## config.mk

```make
export PLATFORM = sky130hd
export DESIGN_NAME = i2c_apb_txn_sequencer
export DESIGN_NICKNAME = d
export VERILOG_FILES = /design/src/rtl/i2c_apb_txn_sequencer.sv
export SDC_FILE = /design/constraint.sdc
export NUM_CORES = 1
export LEC_CHECK = 0
export CAP_MARGIN = 10
export CORE_MARGIN = 5
export CORE_UTILIZATION = 50
export DETAILED_ROUTE_END_ITERATION = 16
export DONT_BUFFER_PORTS = 1
export GPL_TIMING_DRIVEN = 0
export PLACE_DENSITY = 0.74
export SYNTH_ARGS = -nofsm -noshare
export SYNTH_HDL_FRONTEND = slang
export SYNTH_SLANG_ARGS = --single-unit
export TNS_END_PERCENT = 20
```

## constraint.sdc

```tcl
create_clock -name pclk_i -period 2.2 [get_ports pclk_i]
set_input_delay 0.44 -clock pclk_i [delete_from_list [all_inputs] [get_ports pclk_i]]
set_output_delay 0.44 -clock pclk_i [all_outputs]
set_load 0.01 [all_outputs]
```

## src/rtl/i2c_apb_txn_sequencer.sv

```systemverilog
// i2c_apb_txn_sequencer: round-robin APB master that runs complete I2C write transactions
// (prescaler, address, payload, enable, status poll, disable) for two requesters.
module i2c_apb_txn_sequencer #(
  parameter logic [7:0] PRESCALER = 8'd4,
  parameter int MAX_LEN = 8,
  parameter int POLL_MAX = 255
) (
  input  logic        pclk_i,
  input  logic        preset_n_i,
  input  logic [1:0]  req_valid_i,
  input  logic [15:0] req_addr_rw_i,
  input  logic [7:0]  req_len_i,
  input  logic [15:0] data_i,
  input  logic [1:0]  data_valid_i,
  output logic [1:0]  data_ready_o,
  output logic [1:0]  gnt_o,
  output logic [1:0]  done_o,
  output logic        err_o,
  output logic        busy_o,
  output logic        psel_o,
  output logic        penable_o,
  output logic        pwrite_o,
  output logic [7:0]  paddr_o,
  output logic [7:0]  pwdata_o,
  input  logic [7:0]  prdata_i,
  input  logic        pready_i
);
  localparam logic [4:0] LEN_MAX = 5'(MAX_LEN);
  localparam logic [7:0] POLL_LIM = 8'(POLL_MAX);

  typedef enum logic [3:0] {IDLE, GRANT, WR_PRESC, WR_ADDR, FETCH, WR_TX, WR_GO, POLL, WR_OFF, DONE} state_t;
  // every APB transfer walks gap -> setup -> access, so psel drops for a cycle after each completion
  typedef enum logic [1:0] {P_GAP, P_SETUP, P_ACCESS} phase_t;

  state_t state, state_nx;
  phase_t phase, phase_nx;
  logic g, g_nx, last, last_nx, err, err_nx, win, apb_st, xfer_done;
  logic [7:0] addr_rw, addr_rw_nx, tx_byte, tx_byte_nx, polls, polls_nx;
  logic [3:0] cnt, cnt_nx;
  logic [1:0] oh;
  logic unused_prdata;

  assign unused_prdata = ^{prdata_i[7:6], prdata_i[4:0]};
  assign apb_st = state inside {WR_PRESC, WR_ADDR, WR_TX, WR_GO, POLL, WR_OFF};
  assign xfer_done = apb_st && phase == P_ACCESS && pready_i;
  assign win = &req_valid_i ? ~last : req_valid_i[1];

  always_ff @(posedge pclk_i or negedge preset_n_i)
    if (!preset_n_i) begin
      state <= IDLE;
      phase <= P_GAP;
      g <= 1'b0;
      last <= 1'b1;
      err <= 1'b0;
      addr_rw <= 8'h00;
      tx_byte <= 8'h00;
      polls <= 8'h00;
      cnt <= 4'h0;
    end else begin
      state <= state_nx;
      phase <= phase_nx;
      g <= g_nx;
      last <= last_nx;
      err <= err_nx;
      addr_rw <= addr_rw_nx;
      tx_byte <= tx_byte_nx;
      polls <= polls_nx;
      cnt <= cnt_nx;
    end

  always_comb begin
    state_nx = state;
    g_nx = g;
    last_nx = last;
    err_nx = err;
    addr_rw_nx = addr_rw;
    tx_byte_nx = tx_byte;
    polls_nx = polls;
    cnt_nx = cnt;
    phase_nx = !apb_st ? P_GAP : phase == P_GAP ? P_SETUP : phase == P_SETUP ? P_ACCESS :
               pready_i ? P_GAP : P_ACCESS;
    case (state)
      IDLE: if (|req_valid_i) begin
        state_nx = GRANT;
        g_nx = win;
        addr_rw_nx = win ? req_addr_rw_i[15:8] : req_addr_rw_i[7:0];
        cnt_nx = win ? req_len_i[7:4] : req_len_i[3:0];
        err_nx = 1'b0;
        polls_nx = 8'h00;
      end
      GRANT: begin
        err_nx = cnt == 4'h0 || {1'b0, cnt} > LEN_MAX;
        state_nx = err_nx ? DONE : WR_PRESC;
      end
      WR_PRESC: state_nx = xfer_done ? WR_ADDR : state;
      WR_ADDR:  state_nx = xfer_done ? FETCH : state;
      FETCH: if (data_valid_i[g]) begin
        tx_byte_nx = g ? data_i[15:8] : data_i[7:0];
        state_nx = WR_TX;
      end
      WR_TX: if (xfer_done) begin
        cnt_nx = cnt - 4'd1;
        state_nx = cnt == 4'd1 ? WR_GO : FETCH;
      end
      WR_GO: state_nx = xfer_done ? POLL : state;
      POLL: if (xfer_done) begin
        polls_nx = polls + 8'd1;
        err_nx = !prdata_i[5] && polls_nx == POLL_LIM;
        state_nx = prdata_i[5] || err_nx ? WR_OFF : POLL;
      end
      WR_OFF: state_nx = xfer_done ? DONE : state;
      DONE: begin
        last_nx = g;
        state_nx = IDLE;
      end
      default: state_nx = IDLE;
    endcase
  end

  assign oh = g ? 2'b10 : 2'b01;
  assign busy_o = state != IDLE;
  assign gnt_o = busy_o ? oh : 2'b00;
  assign done_o = state == DONE ? oh : 2'b00;
  assign err_o = state == DONE && err;
  assign data_ready_o = state == FETCH ? oh : 2'b00;
  assign psel_o = apb_st && phase != P_GAP;
  assign penable_o = apb_st && phase == P_ACCESS;
  assign pwrite_o = psel_o && state != POLL;
  assign paddr_o = !psel_o ? 8'h00 : state == WR_ADDR ? 8'h04 : state == WR_TX ? 8'h02 :
                   state == POLL ? 8'h05 : state == WR_PRESC ? 8'h00 : 8'h01;
  assign pwdata_o = !pwrite_o ? 8'h00 : state == WR_PRESC ? PRESCALER : state == WR_ADDR ? addr_rw :
                    state == WR_TX ? tx_byte : state == WR_GO ? 8'h60 : 8'h20;
endmodule

```

**M1 wires**

Bar = 20 microns. Supply wires on this layer in gray.
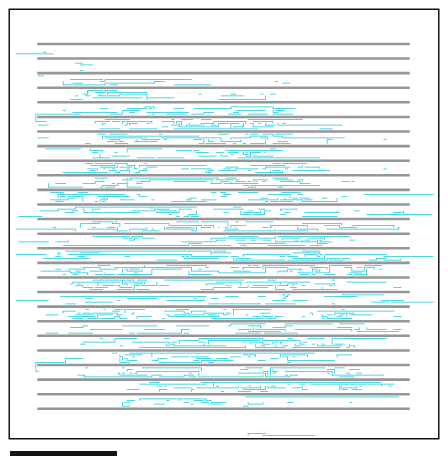
301 nets have wire on it. The wires run mostly horizontal.

**The metal 2 layer**

Cells faint in the background.
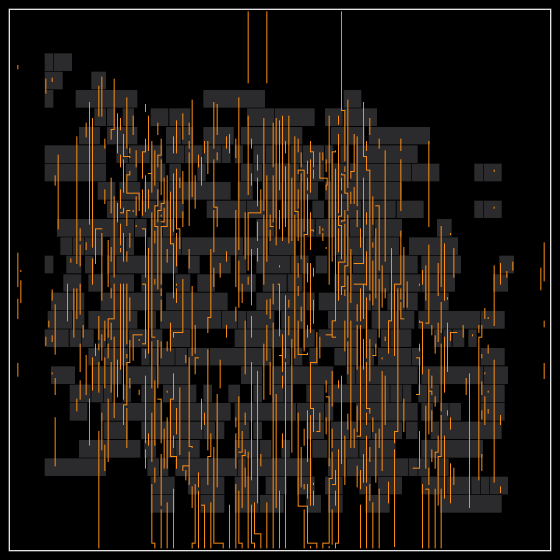
306 nets have wire on it. The wires run mostly vertical.
drt total wl: 6.42 mm
routed vias: 2203
GR Layer Usage met2: 31.7%

**The metal 3 layer**

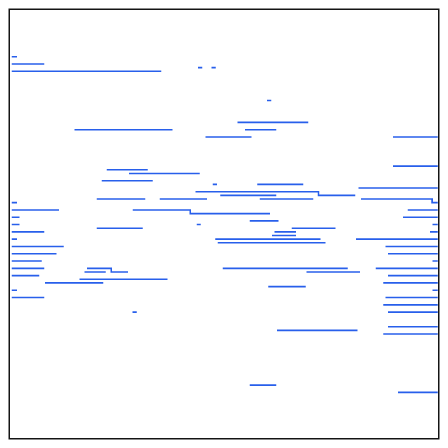
The longest straight run is 27.6 microns. 68 nets have wire on it. The layer holds 9.5% of the routed length.
met3 Usage GRT: 4.18%

==> results.yml <==
# generated from flow reports
job:
  drv_cap: 0
  warnings: 37
status:
  status: "finished, violations left"
  violations: "negative setup slack"
clock_tree:
  cts_tree: "done"
  ctsResizeCount: 30
  hold_buffers: 2
  clk_pin_slew_ns: 0.08
  ctsHtreeMaxLevel: 2
  cts_num_sinks: 37
  cts_root_buffer: "clkbuf_8"
  clk_latency_ns: 0.30
  post-cts-setup-buffers: 7
  cts_buffers: 5
  clockBufferDepth: 2
timing:
  holdWs_ns: 0.220
  worstMarginPinSlew_ns: 0.850
  hold_viol: 0
  setup_tns_ns: -1.03
  max_slew_margin_pct: 43.3
  skew_ns: 0.0130
  finalWorstSetupSlack_ns: -0.131
  min_period_ns: 2.33
  rsz0062_at_grt: "yes"
  fmax_mhz: 429
  post-route-period-util_pct: 106
  setup_viol: 13
  slew_viol_final: 0
die:
  initial_core_util_pct: 51.5
  die_height_microns: 79.8
  dieArea_sq_um: 6360
  core_sq_um: 4720
  ios: 82
  rows: 25
  dieWidth_microns: 79.8
worst_setup_path:
  crit_path_end_kind: "output pin"
  worstSetupStartpointType: "flop"
  crit_fanout: 7
  timing.critical_path.buf_inv: 1
  critPathKind: "flop to output pin"
  cp.arrival_ns: 1.89
  crit_slowest_cell: "or4b_4"
  cp_cell_sequence: "or4b_4, buf_4, a2bb2o_4, nor3_4"
  critPathTopFamily: "simple AND/OR/NAND/NOR gates"
  slowest_delay_ns: 0.55
  rrSetupSlack_ns: 0.05
  required_ns: 1.76
pwr:
  power_density_nw_per_um2: 1390
  p_total_mw: 4.04
  cellLeakagePower_nw: 1.23
  peakVddDrop_mv: 0.604
synthesis:
  yosysChipArea_sq_um: 2430
  syn_avg_cell_area_sq_um: 8.69
  largest_area_cell: "dfrtp_1"
  syn_inst: 280
  area_leaders: "dfrtp_1 (37%), mux2i_1 (8.6%), o21ai_0 (4.9%)"
  synthArstFlopShare_pct: 100
  ys_warn_count: 0
  synth-main-ff-cell: "dfrtp_1"
  ys_seq_share_pct: 38.1
  syn-cell-area_sq_um: 2430
  enable_flop_cells: 0
  ys_cells: 280
  top_area_share_pct: 37.0
  ys_ff: 37
  synth.distinct_cells: 60
placement:
  dp_hpwl_mm: 4.57
  post-place-ws_ns: -0.285
  place_congestion: 0.891
  place.port_buffers: 0
  post_dp_cell_area_sq_um: 2530
  placed_cells: 351
layout:
  combGateArea_sq_um: 1530
  n_antenna_cell: 0
  drive_above_1_share_pct: 22.3
  area_delta_synth_final_pct: 19.2
  final_cells: 368
  finalInstanceArea_sq_um: 2900
  fin_nets: 359
  layout_top_cell: "dfrtp_1"
  regArea_sq_um: 928
  layout_top_cells: "dfrtp_1 (35), o21ai_0 (24), nor2_1 (22)"
  fillCellCount: 404
grt:
  antenna_found_initial: 0
  gr-max-usage-layer: "met2"
  grt_pass1_wl_mm: 10.2
  overflow: 0
  grt_max_degree: 38
  grt_use_met1_pct: 28.5
  grt_pass1_vias: 2078
detailed_routing:
  drt_iter0_drc: 165
  ant_nets: 0
  viasPerCell: 5.99
  routed-wl-met3_microns: 611
  drc: 0
  met2_length_mm: 2.91
  wl_met1_mm: 2.77
  topRoutingLayerUsed: "met4"
  dr.pass1.iters: 7
worst_hold_path:
  hp-class: "primary input to flop"
**Congestion heat map**

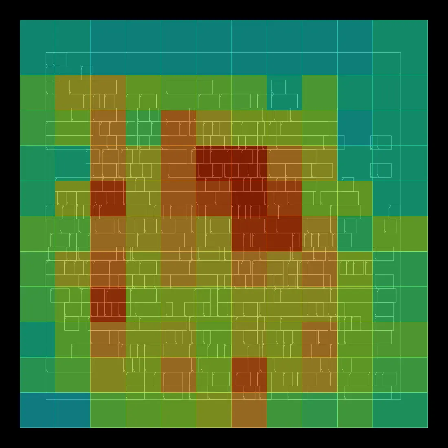
DR WL/cell: 17.5 microns
Core Util, Final: 61.4%

**Signal metal coverage by tile**

16 x 16 tiles, from dark blue (low) to red (high), scaled to the fullest tile. Values are wire area over tile area, all layers added.
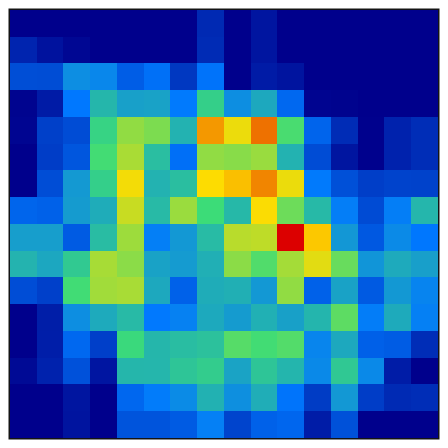
The fullest tile reaches 0.63. 16% of the tiles are over half the peak. The mean over all tiles is 0.17.
global-route usage over all layers: 20.7%

## path summary, 6_finish.rpt
path,to,cells past startpoint,start
worst max-delay path,pwdata_o[6],4,state[0]
worst min-delay path,phase[1],1,pready_i
worst max register to register,state[2],8,state[0]
worst min register to register,addr_rw[7],2,addr_rw[7]
max in group asynchronous,last,2,preset_n_i
min in group asynchronous,cnt[2],2,preset_n_i
## sequential cells by signal, summed over array words and instances (netlist names)
name / count
err: 1
phase: 2
state: 4
cnt: 4
addr_rw: 8
g: 1
polls: 8
last: 1
tx_byte: 8
## logic make-up after synthesis
group | synth area share, %
buffers and inverters | 6.37
AND-OR/OR-AND | 21.3
adder cells (fa/ha/maj) | 2.06
flip-flops | 38.1
AND/OR/NAND/NOR | 22.2
XOR/XNOR | 0.720
other | 0.154
multiplexers | 9.10
## power by group
part,internal [mW],switching (mW),total [mW]
Clock,0.255,0.249,0.503
Combinational,0.930,1.39,2.32
Sequential,0.971,0.256,1.23
## synthesized netlist by cell type (2+ instances only)
master,instances
a211oi_1,2
a21o_1,4
a21oi_1,15
a22o_1,2
a22oi_1,5
a31oi_1,5
a41oi_1,2
and2_1,6
and3_1,2
and3b_1,3
buf_2,7
buf_4,6
clkbuf_1,8
dfrtp_1,36
ha_1,4
inv_1,8
mux2i_1,21
nand2_1,20
nand2b_1,6
nand3_1,6
nand3b_1,2
nand4_1,2
nor2_1,32
nor2b_1,3
nor3_1,7
nor3b_1,2
o21ai_0,24
o21ai_1,4
o31ai_1,2
or3_1,2
or4b_1,2
xnor2_1,2
## final cells by class
cell class              instances  share of cell area (%)
plain buffers                  21                    4.79
clock buffers                   7                    2.98
clock inverters                 1                   0.259
inverters                       9                    1.16
multi-input cells             216                    52.8
flip-flops and latches         37                    32.0
well taps                      67                    2.89
repair buffers                 10                    3.11
Power and IR drop assume default switching activity.
